### Logic cells by family, run 1

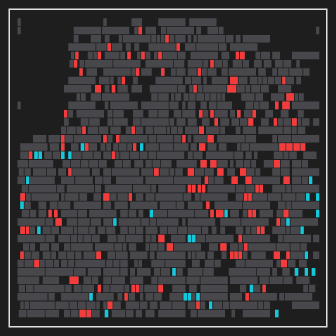
### Signal wires on met1, run 1

Supply wires on this layer in gray.
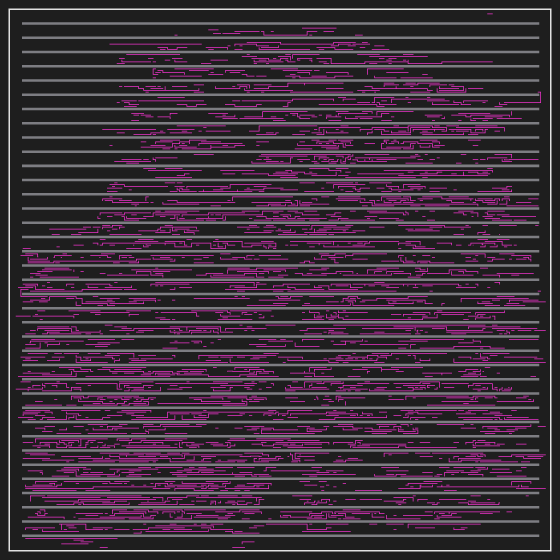
### Clock nets, run 1

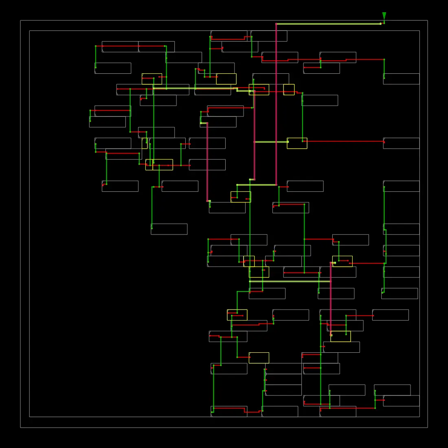
--- src/rtl/drop_pkg.sv ---
// Shared types and widths for the baggage-drop sequencer: FSM states,
// root iteration count and the Q8.8 time format.
package drop_pkg;

    typedef enum logic [1:0] {
        IDLE,
        SAMPLE,
        ROOT,
        DECIDE
    } state_t;

    localparam int H_W     = 8;
    localparam int FRAC_W  = 8;
    localparam int TIME_W  = 16;
    localparam int RT_ITER = 12;

endpackage

--- src/rtl/seq_sqrt.sv ---
// Iterative non-restoring square root engine that produces one root bit per cycle.
// The first iteration runs on the same edge that loads the radicand.
module seq_sqrt
    import drop_pkg::*;
#(
    parameter int ITER = RT_ITER
) (
    input  logic                clk,
    input  logic                rst_n,
    input  logic                go,
    input  logic [2*ITER-1:0]   radicand,
    output logic [ITER-1:0]     root,
    output logic                ready
);

    localparam int REM_W = ITER + 2;
    localparam int CNT_W = $clog2(ITER + 1);

    logic [REM_W-1:0]  rem;
    logic [ITER-1:0]   q;
    logic [2*ITER-1:0] d;
    logic [CNT_W-1:0]  count;

    logic [REM_W-1:0]  cur_rem;
    logic [ITER-1:0]   cur_q;
    logic [2*ITER-1:0] cur_d;
    logic [REM_W-1:0]  shifted;
    logic [REM_W-1:0]  nxt_rem;
    logic [ITER-1:0]   nxt_q;
    logic [2*ITER-1:0] nxt_d;

    // A negative partial remainder is carried forward and corrected by adding
    // on the next step instead of being restored.
    always_comb begin
        cur_rem = go ? '0 : rem;
        cur_q   = go ? '0 : q;
        cur_d   = go ? radicand : d;
        shifted = REM_W'({cur_rem, cur_d[2*ITER-1 -: 2]});
        if (cur_rem[REM_W-1]) begin
            nxt_rem = shifted + {cur_q, 2'b11};
        end else begin
            nxt_rem = shifted - {cur_q, 2'b01};
        end
        nxt_q = {cur_q[ITER-2:0], ~nxt_rem[REM_W-1]};
        nxt_d = {cur_d[2*ITER-3:0], 2'b00};
    end

    always_ff @(posedge clk or negedge rst_n) begin
        if (!rst_n) begin
            rem   <= '0;
            q     <= '0;
            d     <= '0;
            count <= '0;
            ready <= 1'b1;
        end else if (go) begin
            rem   <= nxt_rem;
            q     <= nxt_q;
            d     <= nxt_d;
            count <= CNT_W'(ITER - 1);
            ready <= (ITER == 1);
        end else if (count != '0) begin
            rem   <= nxt_rem;
            q     <= nxt_q;
            d     <= nxt_d;
            count <= count - CNT_W'(1);
            if (count == CNT_W'(1)) begin
                ready <= 1'b1;
            end
        end
    end

    assign root = q;

endmodule

--- src/rtl/drop_sequencer.sv ---
// Timed controller that fuses the altitude sensors, takes the square root for
// the fall time and registers the drop decision with a done handshake.
module drop_sequencer
    import drop_pkg::*;
#(
    parameter int RT_ITER = drop_pkg::RT_ITER
) (
    input  logic              clk,
    input  logic              rst_n,
    input  logic              start,
    input  logic [H_W-1:0]    sensor1,
    input  logic [H_W-1:0]    sensor2,
    input  logic [H_W-1:0]    sensor3,
    input  logic [H_W-1:0]    sensor4,
    input  logic [TIME_W-1:0] t_lim,
    input  logic              drop_en,
    output logic              busy,
    output logic              done,
    output logic              fault,
    output logic [TIME_W-1:0] t_act,
    output logic              drop_activated
);

    localparam int RAD_W = 2 * RT_ITER;

    state_t              state;
    logic                fault_pend;
    logic                pair_a;
    logic                pair_b;
    logic                no_pair;
    logic [9:0]          sum_a;
    logic [9:0]          sum_b;
    logic [9:0]          sum_all;
    logic [H_W-1:0]      h;
    logic [RAD_W-1:0]    radicand;
    logic [RT_ITER-1:0]  root;
    logic                root_ready;
    logic                go;
    logic [TIME_W-1:0]   t_new;
    logic                t_ok;

    // Height fusion averages only the sensor pairs whose readings are both nonzero.
    always_comb begin
        sum_a   = 10'(sensor1) + 10'(sensor2);
        sum_b   = 10'(sensor3) + 10'(sensor4);
        sum_all = sum_a + sum_b + 10'd2;
        pair_a  = (sensor1 != '0) && (sensor2 != '0);
        pair_b  = (sensor3 != '0) && (sensor4 != '0);
        no_pair = !pair_a && !pair_b;
        if (pair_a && pair_b) begin
            h = H_W'(sum_all >> 2);
        end else if (pair_a) begin
            h = H_W'((sum_a + 10'd1) >> 1);
        end else begin
            h = H_W'((sum_b + 10'd1) >> 1);
        end
    end

    assign radicand = RAD_W'(h) << (2 * FRAC_W);
    assign go       = (state == SAMPLE) && !no_pair;
    assign t_new    = TIME_W'(root) >> 1;
    assign t_ok     = (t_new <= t_lim);

    seq_sqrt #(
        .ITER(RT_ITER)
    ) u_sqrt (
        .clk      (clk),
        .rst_n    (rst_n),
        .go       (go),
        .radicand (radicand),
        .root     (root),
        .ready    (root_ready)
    );

    always_ff @(posedge clk or negedge rst_n) begin
        if (!rst_n) begin
            state          <= IDLE;
            fault_pend     <= 1'b0;
            busy           <= 1'b0;
            done           <= 1'b0;
            fault          <= 1'b0;
            t_act          <= '0;
            drop_activated <= 1'b0;
        end else begin
            done <= 1'b0;
            unique case (state)
                IDLE: begin
                    if (start) begin
                        state <= SAMPLE;
                        busy  <= 1'b1;
                    end
                end
                SAMPLE: begin
                    fault_pend <= no_pair;
                    state      <= no_pair ? DECIDE : ROOT;
                end
                ROOT: begin
                    if (root_ready) begin
                        state <= DECIDE;
                    end
                end
                DECIDE: begin
                    fault <= fault_pend;
                    done  <= 1'b1;
                    busy  <= 1'b0;
                    state <= IDLE;
                    if (fault_pend) begin
                        t_act          <= '0;
                        drop_activated <= 1'b0;
                    end else begin
                        t_act          <= t_new;
                        drop_activated <= drop_en & t_ok;
                    end
                end
                default: state <= IDLE;
            endcase
        end
    end

endmodule

--- config.mk ---
export PLATFORM = sky130hd
export DESIGN_NAME = drop_sequencer
export DESIGN_NICKNAME = d
export VERILOG_FILES = /design/src/rtl/drop_pkg.sv /design/src/rtl/seq_sqrt.sv /design/src/rtl/drop_sequencer.sv
export SDC_FILE = /design/constraint.sdc
export NUM_CORES = 1
export LEC_CHECK = 0
export ABC_CLOCK_PERIOD_IN_PS = 4200
export CORE_MARGIN = 2
export CORE_UTILIZATION = 60
export DETAILED_ROUTE_END_ITERATION = 8
export DONT_BUFFER_PORTS = 1
export PLACE_DENSITY_LB_ADDON = 0.25
export SYNTH_ARGS = -nofsm -noshare
export SYNTH_HDL_FRONTEND = slang
export SYNTH_HIERARCHICAL = 1
export SYNTH_SLANG_ARGS = --single-unit
--- constraint.sdc ---
create_clock -name clk -period 4.2 [get_ports clk]
set_input_delay 1.05 -clock clk [delete_from_list [all_inputs] [get_ports clk]]
set_output_delay 1.05 -clock clk [all_outputs]
set_load 0.01 [all_outputs]
==> impl_metrics.env, run 1 <==
# flow metrics
export IMPL_finalCritPeriodShare=1.15
export IMPL_wl_met3_um=635
export IMPL_hold_buffers=0
export IMPL_grt_pass1_vias=5488
export IMPL_switching_share=0.446
export IMPL_drc=0
export IMPL_status="finished, violations left"
export IMPL_gr_usage_met3=0.0511
export IMPL_bufAreaShareNonClock=0.100
export IMPL_final_hold_viol_count=0
export IMPL_p_switching_mw=2.72
export IMPL_cts_buffer_depth=2
export IMPL_grt_max_degree=71
export IMPL_clkCellAreaFrac=0.0236
export IMPL_cp_max_fo=3
export IMPL_peakVddDrop_mv=0.523
export IMPL_crit_path_end_kind="register"
export IMPL_whs_ns=0.390
export IMPL_gp_congestion=0.917
export IMPL_cts_resized=28
export IMPL_fillers=618
export IMPL_initial_utilization=0.610
export IMPL_yosysUniqueCellTypes=73
export IMPL_setup_ws_ns=-0.621
export IMPL_cts_tree="built"
export IMPL_final_layout_top_logic_cell="buf_4"
export IMPL_io_pins=72
export IMPL_fin_crit_ns=4.82
export IMPL_post_cts_buffers=11
export IMPL_firstDrtPassIters=4
export IMPL_setup_viol=13
export IMPL_multiInputCombCellCount=565
export IMPL_crit_required_ns=4.44
export IMPL_failed_checks="setup timing"
export IMPL_p_int_mw=3.38
export IMPL_port_buffers=0
export IMPL_pre_cts_ws_ns=-0.968
export IMPL_fp_dieH_um=103
export IMPL_ys_seq_frac=0.297
export IMPL_yosys_stat_cells=679
export IMPL_p_comb_mw=4.30
export IMPL_fp_dieW_um=103
export IMPL_power_total_mw=6.09
export IMPL_drt_total_wl_um=16400
export IMPL_synthMuxAreaShare=0.0625
export IMPL_flops=70
About 'Logic cells by family':
| color | family | cells |
|---|---|---|
| red | NAND gates | 117 |
| cyan | inverters | 33 |

About 'Signal wires on met1':
longest straight run: 29.0 µm
share of all routed wire: 40%
wire length on this layer: 6530 µm
routing usage on met1: 0.341
DR vias: 5584

About 'Clock nets':
# clock sinks: 70
clk latency late pin: 0.34 ns
clk_skew: 0.0124 ns
CTS buffer count: 9

-- run 1: worst paths after layout --
check                                       to  slack (ns)  cells after the start
worst max-delay path             u_sqrt/rem[9]       -0.62                     20
worst min-delay path             u_sqrt/rem[7]        0.39                      0
worst max register to register  u_sqrt/rem[13]        0.98                     11
worst min register to register   u_sqrt/rem[6]        0.49                      2
max in group asynchronous         u_sqrt/ready        3.63                      0
min in group clk                 u_sqrt/rem[6]        0.49                      2
-- run 1: synth_stat cells, drive strengths merged (8+ instances only) --
library cell | count | area (µm²)
dfrtp | 69 | 1730
mux2i | 29 | 290
nor3 | 15 | 75.1
inv | 33 | 124
xor2 | 23 | 201
nand2 | 75 | 284
nand2b | 18 | 113
buf | 14 | 87.6
clkbuf | 17 | 63.8
a31o | 11 | 96.3
a21o | 11 | 82.6
a21oi | 44 | 220
nor2b | 25 | 156
and3 | 8 | 56.3
nand3 | 14 | 70.1
a211oi | 8 | 72.6
o21ai | 47 | 235
ha | 61 | 763
nor2 | 41 | 170
nor4 | 13 | 81.3
-- run 1: state kept, by name (all words and copies together), names as in the netlist --
name	flops
busy	1
done	1
drop_activated	1
fault	1
fault_pend	1
state	2
t_act	11
u_sqrt/count	4
u_sqrt/d	22
u_sqrt/ready	1
u_sqrt/rem	13
u_sqrt/root	12
-- run 1: critical path: stages --
cell	delay [ns]
ha_4	0.15
fa_2	0.35
a211o_1	0.30
buf_6	0.13
a21oi_4	0.19
nor2_4	0.06
ha_4	0.27
ha_4	0.21
a21oi_4	0.15
o21bai_1	0.11
a2111o_1	0.44
a21o_1	0.21
a21oi_2	0.14
a31oi_2	0.07
nor3b_2	0.33
nor4b_4	0.10
buf_4	0.19
o311ai_4	0.29
mux2i_1	0.25
nor2_1	0.05
### Power grid, run 1

Pins as bars on the die edge.
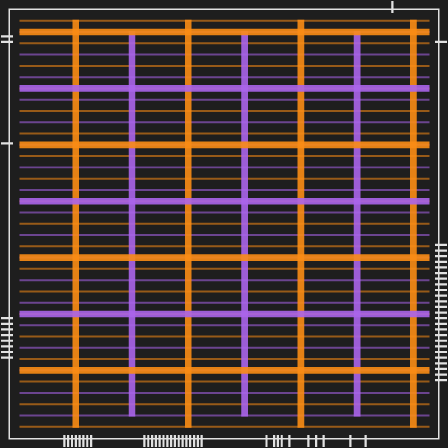

==> run 2: changes to the inputs <==
--- a/config.mk
+++ b/config.mk
@@ -5,6 +5,7 @@
 export SDC_FILE = /design/constraint.sdc
 export NUM_CORES = 1
 export LEC_CHECK = 0
+export ABC_AREA = 1
 export ABC_CLOCK_PERIOD_IN_PS = 4200
 export CORE_MARGIN = 2
 export CORE_UTILIZATION = 60
@@ -13,5 +14,4 @@
 export PLACE_DENSITY_LB_ADDON = 0.25
 export SYNTH_ARGS = -nofsm -noshare
 export SYNTH_HDL_FRONTEND = slang
-export SYNTH_HIERARCHICAL = 1
 export SYNTH_SLANG_ARGS = --single-unit
### Power grid, run 2

Pins as bars on the die edge.
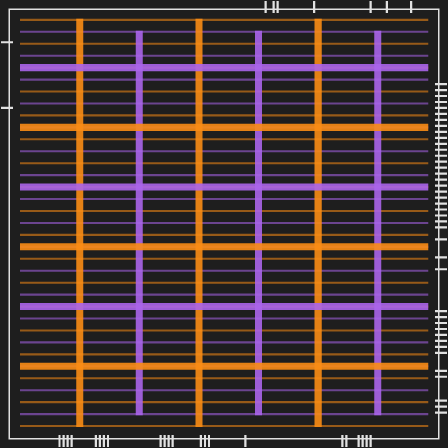
| color | net |
|---|---|
| purple | VDD |
| orange | VSS |
met5 straps: 6
rows: 34
met1 rails: 35
signal pins: 72

==> impl_metrics.env, run 2 <==
# flow metrics
export IMPL_status="finished, violations left"
export IMPL_failed_checks="setup timing"
export IMPL_clock_sinks=54
export IMPL_whs_ns=0.414
export IMPL_vias=5403
export IMPL_fillers=611
export IMPL_largest_reg_flops=13
export IMPL_largest_area_cell="dfrtp_1"
export IMPL_yosysUniqueCellTypes=48
export IMPL_regMostFlops="u_sqrt.rem"
export IMPL_crit_family="simple AND/OR/NAND/NOR gates"
export IMPL_setup_ws_ns=-0.796
export IMPL_crit_path_max_incr_delay_ns=0.41
export IMPL_multiInputCombCellCount=578
export IMPL_fin_crit_ns=5.00
export IMPL_setup_viol=3
export IMPL_top_cells_by_count="nand2_1 (205), inv_1 (123), nor2_1 (64)"
export IMPL_cp_max_fo=3
export IMPL_clock_latency_ns=0.31
export IMPL_gp_congestion=0.883
export IMPL_initial_utilization=0.610
run 2: cell count changes after synthesis, moves of 17 or more:
cell	before	now
nand3_1	14	40
inv_1	33	123
nand2_1	74	205
nand2b_1	18	0
xor2_1	23	6
nor2_1	40	64
nor2b_1	25	0
mux2i_1	29	0
run 2: power by group through the flow:
stage / sequential (mW) / clock (mW) / combinational, mW
after global placement: 0.948 / 0 / 2.96
after floorplan: 0.915 / 0 / 2.29
after CTS: 0.947 / 0.369 / 3.33
final: 0.950 / 0.367 / 3.73
after global routing: 0.982 / 0.392 / 4.13
after detailed placement: 0.958 / 0 / 3.12
run 2: metal layers:
| layer | vias to the layer above | global-route usage | routed length, µm |
|---|---|---|---|
| li1 | 2636 | - | - |
| met4 | 0 | 0.0694 | 244 |
| met3 | 29 | 0.0345 | 890 |
| met5 | - | 0 | 0 |
| met2 | 206 | 0.508 | 6740 |
| met1 | 2532 | 0.413 | 6440 |
run 2: path summary, 6_finish.rpt:
kind / to / slack [ns] / cells after the start
worst min register to register: u_sqrt.rem[9] / 0.49 / 2
worst min-delay path: state[0] / 0.41 / 0
max in group asynchronous: u_sqrt.ready / 3.61 / 0
min in group clk: u_sqrt.rem[9] / 0.49 / 2
worst max register to register: u_sqrt.rem[10] / 0.68 / 25
worst max-delay path: u_sqrt.rem[10] / -0.80 / 36
run 2: kinds of logic (layout without fill, tap and decap cells):
| group | count (synthesis) | count (layout) | share of synthesized area |
|---|---|---|---|
| adders and majority gates | 64 | 64 | 0.157 |
| DFF | 54 | 54 | 0.258 |
| other | 1 | 5 | 0.000716 |
| buffers and inverters | 146 | 217 | 0.111 |
| and+or+nand+nor | 371 | 371 | 0.318 |
| xor gates and xnor gates | 14 | 14 | 0.0234 |
| AOI/OAI and AO/OA | 124 | 124 | 0.132 |
No activity file was given, so power comes from the tool's default toggle rates.
